## src/rtl/zube_mailbox_arbiter.sv

```systemverilog
// Round-robin arbiter sharing the byte-wide mailbox RAM between wishbone and the external bus.
// Optional conflict counter: define ZUBE_ARB_STATS_EN to add conflict_count_out.
module zube_mailbox_arbiter #(
  parameter int unsigned ADDR_W    = 8,
  parameter logic [31:0] BASE_ADDR = 32'h3000_0000
) (
  input  logic              clk,
  input  logic              reset_b,
  input  logic              wb_cyc_in,
  input  logic              wb_stb_in,
  input  logic              wb_we_in,
  input  logic [31:0]       wb_addr_in,
  input  logic [31:0]       wb_data_in,
  output logic              wb_ack_out,
  output logic [31:0]       wb_data_out,
  input  logic              ext_req,
  input  logic              ext_we,
  input  logic [ADDR_W-1:0] ext_addr,
  input  logic [7:0]        ext_wdata,
  output logic              ext_ack,
  output logic [7:0]        ext_rdata,
  output logic              mem_en,
  output logic              mem_we,
  output logic [ADDR_W-1:0] mem_addr,
  output logic [7:0]        mem_wdata,
  input  logic [7:0]        mem_rdata,
  output logic              irq_out
`ifdef ZUBE_ARB_STATS_EN
  ,
  output logic [15:0]       conflict_count_out
`endif
);

  localparam logic [ADDR_W-1:0] DoorbellAddr = {ADDR_W{1'b1}};

  typedef enum logic [1:0] {StIdle, StAccess, StResp} state_e;

  state_e            state_q, state_d;
  logic              gnt_ext_q, gnt_ext_d;
  logic              last_ext_q, last_ext_d;
  logic              we_q, we_d;
  logic [ADDR_W-1:0] addr_q, addr_d;
  logic [7:0]        wdata_q, wdata_d;
  logic              abort_q, abort_d;
  logic              irq_q, irq_d;

  logic wb_hit, wb_req, grant_ext;
  logic unused_bits;

  assign unused_bits = ^{wb_addr_in[1:0], wb_data_in[31:8]};
  assign wb_hit      = (wb_addr_in[31:ADDR_W+2] == BASE_ADDR[31:ADDR_W+2]);
  assign wb_req      = wb_cyc_in & wb_stb_in & wb_hit;
  // Under conflict, the side that did not win last time gets the grant.
  assign grant_ext   = ext_req & (~wb_req | ~last_ext_q);
  assign irq_out     = irq_q;

  always_comb begin
    state_d     = state_q;
    gnt_ext_d   = gnt_ext_q;
    last_ext_d  = last_ext_q;
    we_d        = we_q;
    addr_d      = addr_q;
    wdata_d     = wdata_q;
    abort_d     = abort_q;
    irq_d       = irq_q;
    wb_ack_out  = 1'b0;
    wb_data_out = 32'h0;
    ext_ack     = 1'b0;
    ext_rdata   = 8'h0;
    mem_en      = 1'b0;
    mem_we      = 1'b0;
    mem_addr    = '0;
    mem_wdata   = 8'h0;
    unique case (state_q)
      StIdle: begin
        if (wb_req || ext_req) begin
          gnt_ext_d  = grant_ext;
          last_ext_d = grant_ext;
          we_d       = grant_ext ? ext_we : wb_we_in;
          addr_d     = grant_ext ? ext_addr : wb_addr_in[ADDR_W+1:2];
          wdata_d    = grant_ext ? ext_wdata : wb_data_in[7:0];
          abort_d    = 1'b0;
          state_d    = StAccess;
        end
      end
      StAccess: begin
        mem_en    = 1'b1;
        mem_we    = we_q;
        mem_addr  = addr_q;
        mem_wdata = wdata_q;
        if (!gnt_ext_q && !wb_cyc_in) abort_d = 1'b1;
        // Doorbell updates here so irq_out already reflects it during the ack cycle.
        if (gnt_ext_q && we_q && (addr_q == DoorbellAddr)) begin
          irq_d = 1'b1;
        end else if (!gnt_ext_q && !we_q && (addr_q == DoorbellAddr)) begin
          irq_d = 1'b0;
        end
        state_d = StResp;
      end
      StResp: begin
        if (gnt_ext_q) begin
          ext_ack   = 1'b1;
          ext_rdata = mem_rdata;
        end else if (wb_cyc_in && !abort_q) begin
          wb_ack_out  = 1'b1;
          wb_data_out = {24'h0, mem_rdata};
        end
        state_d = StIdle;
      end
      default: state_d = StIdle;
    endcase
  end

  always_ff @(posedge clk or negedge reset_b) begin
    if (!reset_b) begin
      state_q    <= StIdle;
      gnt_ext_q  <= 1'b0;
      last_ext_q <= 1'b1;
      we_q       <= 1'b0;
      addr_q     <= '0;
      wdata_q    <= 8'h0;
      abort_q    <= 1'b0;
      irq_q      <= 1'b0;
    end else begin
      state_q    <= state_d;
      gnt_ext_q  <= gnt_ext_d;
      last_ext_q <= last_ext_d;
      we_q       <= we_d;
      addr_q     <= addr_d;
      wdata_q    <= wdata_d;
      abort_q    <= abort_d;
      irq_q      <= irq_d;
    end
  end

`ifdef ZUBE_ARB_STATS_EN
  logic [15:0] conflict_q, conflict_d;

  always_comb begin
    conflict_d = conflict_q;
    if ((state_q == StIdle) && wb_req && ext_req && (conflict_q != 16'hFFFF)) begin
      conflict_d = conflict_q + 16'd1;
    end
  end

  always_ff @(posedge clk or negedge reset_b) begin
    if (!reset_b) conflict_q <= 16'h0;
    else          conflict_q <= conflict_d;
  end

  assign conflict_count_out = conflict_q;
`endif

endmodule

```

## config.mk

```make
export PLATFORM = sky130hd
export DESIGN_NAME = zube_mailbox_arbiter
export DESIGN_NICKNAME = d
export VERILOG_FILES = /design/src/rtl/zube_mailbox_arbiter.sv
export SDC_FILE = /design/constraint.sdc
export NUM_CORES = 1
export LEC_CHECK = 0
export ABC_AREA = 1
export CELL_PAD_IN_SITES_DETAIL_PLACEMENT = 0
export CELL_PAD_IN_SITES_GLOBAL_PLACEMENT = 1
export CORE_UTILIZATION = 21
export DETAILED_ROUTE_END_ITERATION = 10
export PLACE_DENSITY_LB_ADDON = 0.3
export SYNTH_ARGS = -nofsm -noshare
export SYNTH_HDL_FRONTEND = slang
export SYNTH_SLANG_ARGS = --single-unit
```

## constraint.sdc

```tcl
create_clock -name clk -period 1.5 [get_ports clk]
set_input_delay 0.3 -clock clk [delete_from_list [all_inputs] [get_ports clk]]
set_output_delay 0.3 -clock clk [all_outputs]
set_load 0.05 [all_outputs]
```

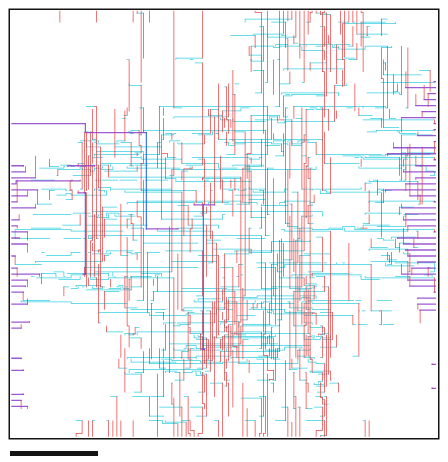
Fig. 1. Wiring by layer.
The bar under the picture is 20 µm long.
layer	color	wire length
metal 3	purple	334 µm
metal 1	cyan	2950 µm
metal 4	blue	72.8 µm
metal 2	red	3210 µm

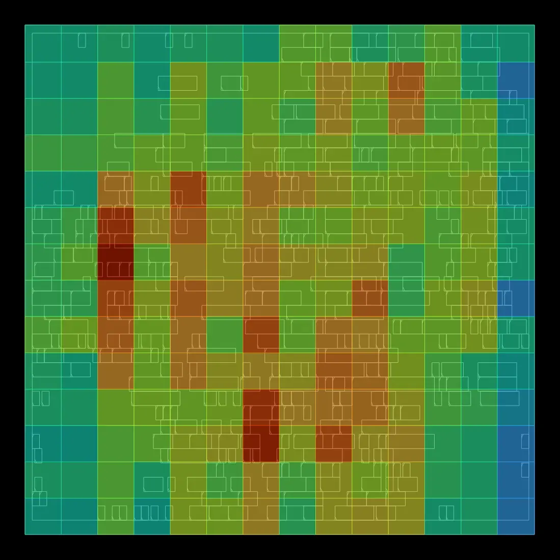
Fig. 2. Track usage over the die.
global route hottest layer: met2
drt wl/cell: 12.46 µm

==> run notes <==
Quick summary of the implementation run below.

The flow ran to the end, but the final reports show violations. The checks that failed: negative setup slack. The post-layout worst setup margin is -206.7 ps. The via count of the first global-routing pass is 2276. The later-pin clock latency in the skew report is 270 ps.

The fraction of final layout cells sized beyond drive strength 1 came out at 40.57%. The synthesis report lists the Yosys warning total as 0. The area of the core came out at between 0.008 and 0.009 mm². TritonCTS built the clock tree.

The final critical delay including setup and external delays came out at approximately 1700 ps. The vertical extent of the die is 96.76 µm. For this run, the detailed router's first-pass iteration total came to 4. After detailed routing, the number of remaining DRC violations is 0. For this run the aggregate overflow at the end of global routing stands at 0. CTS built an H-tree with a depth of 1. The maximum clock insertion buffer count is 2.

The mean instance size in the synthesized netlist is about 6.5 µm². By instance count after routing, the leading logic cell types are sky130_fd_sc_hd__inv_1 (62), sky130_fd_sc_hd__clkdlybuf4s50_1 (44), sky130_fd_sc_hd__buf_12 (44). STA puts the critical path data required time at between 1000 and 1500 ps. The worst-path maximum fanout is 5.

In the final report, the number of endpoints failing setup comes to 36. After clock tree synthesis, the clock-pin slew on the worst setup and hold paths is around 90 ps. The number of fill cells is about 850. Compared with the post-synthesis result, the final layout area differs by 125.7%. For this design the ratio of total power to cell area is 733.0 mW/mm².

The antenna violation net count after detailed routing is 0. In this run the clock root is driven by a sky130_fd_sc_hd__clkbuf_8. The distinct cell type count of the synthesized netlist is 24.

The count of pins on the block boundary came out at approximately 160. The share of total power dissipated in sequential elements is between 20 and 30%. Counting every sink on the clock net gives 23.

For this run, the total global-route usage over all layers was measured as around 15%. The power of the clock network is ~400 µW. The pin count of the biggest net entering global routing came out at 24.

The total standard cell area after synthesis is 0.001886 mm².
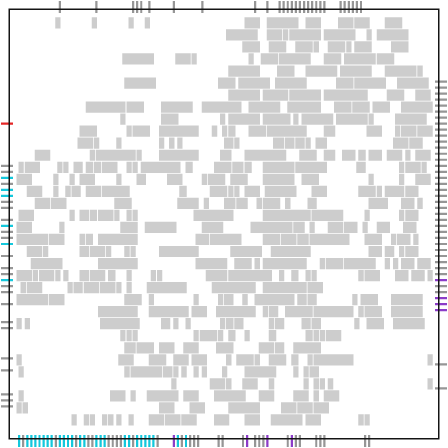
Fig. 3. I/O pins on the die edge.
Pins as bars across the die edge, other pins in gray.
port	color	pins	direction	edge
clk	red	1	input	left
wb_data_in	cyan	32	input	26 bottom, 6 left
mem_addr	purple	8	output	4 bottom, 4 right
all pins by edge	59 bottom, 41 right, 28 left, 28 top

-- cells in the mapped netlist (all sizes together) --
master / number / area (µm²)
inv: 68 / 255.2
nand2: 66 / 282.8
nor2: 52 / 202.7
nand3: 39 / 245.2
buf: 31 / 254.0
dfrtp: 22 / 550.5
nand4: 4 / 40.04
clkbuf: 1 / 3.750
clkinv: 1 / 8.760
conb: 1 / 3.750
dfstp: 1 / 26.28
o21ai: 1 / 5.000
o31ai: 1 / 7.510
-- per-stage QoR --
stage | total power, mW | util (%) | area (µm²) | setup slack (ps) | hold slack, ps
after floorplan | 1.836 | - | 2116 | -192.7 | 4.409
after global placement | 2.430 | 40.00 | 3488 | -322.2 | 463.0
after detailed placement | 2.443 | 40.00 | 3488 | -345.1 | 465.6
after CTS | 3.121 | 47.95 | 4182 | -207.3 | 411.8
after global routing | 3.305 | 48.81 | 4257 | -261.0 | 413.5
final | 3.120 | 48.81 | 4257 | -206.7 | 397.1
-- routing by layer --
layer | up-vias | part of all wire [%] | GRT usage [%] | routed length (µm)
li1 | 1065 | - | - | -
met1 | 944 | 45 | 19.57 | 2946
met2 | 76 | 49 | 25.41 | 3212
met3 | 6 | 5.1 | 2.673 | 333
met4 | 0 | 1.1 | 3.100 | 72
met5 | - | 0 | 0 | 0
-- state kept, by name, summed over array words and instances, names as in the netlist --
signal	cells
addr_q	8
state_q	2
wdata_q	8
abort_q	1
we_q	1
last_ext_q	1
irq_out	1
gnt_ext_q	1
-- worst paths after layout --
check	slack, ps	cells past startpoint	start	to
hold / removal	400	2	reset_b	wdata_q[6]
setup / recovery	-210	5	state_q[0]	wb_data_out[5]
max in group asynchronous	810	2	reset_b	last_ext_q
setup reg to reg	70	7	state_q[1]	abort_q
hold reg to reg	480	2	wdata_q[6]	wdata_q[6]
min in group clk	480	2	wdata_q[6]	wdata_q[6]
-- layout make-up --
| cell class | count | area (µm²) | share of cell area [%] |
|---|---|---|---|
| clock buffer | 3 | 41.29 | 0.9700 |
| clock inverter | 1 | 5.005 | 0.1176 |
| inverter | 69 | 305.3 | 7.172 |
| multi-input combinational | 189 | 1356 | 31.86 |
| sequential | 23 | 578.1 | 13.58 |
| tap | 108 | 135.1 | 3.175 |
| timing repair buffer | 132 | 1815 | 42.65 |
| timing repair inverter | 2 | 20.02 | 0.4703 |
-- kinds of logic after synthesis --
| kind of cell | count (synthesis) | synth area share, % |
|---|---|---|
| buf+inv | 101 | 27.67 |
| flops | 23 | 30.59 |
| simple gates | 161 | 40.88 |
| compound gates | 2 | 0.6635 |
| other cells | 1 | 0.1989 |
-- worst max-delay path: stages, from the launching register on --
cell and delay, ps:
sky130_fd_sc_hd__dfrtp_1 440, sky130_fd_sc_hd__nor2_4 150, sky130_fd_sc_hd__nand3_4 120, sky130_fd_sc_hd__buf_12 170, sky130_fd_sc_hd__nor2_4 120, sky130_fd_sc_hd__buf_12 140
-- repair_timing --
item	CTS	global route
endpoints found under the setup margin	54	56
buffers inserted	11	0
gates resized	114	23
pin swaps	43	17
gates cloned	9	0
Power figures rest on the tool's default switching activity, not on a simulated workload.
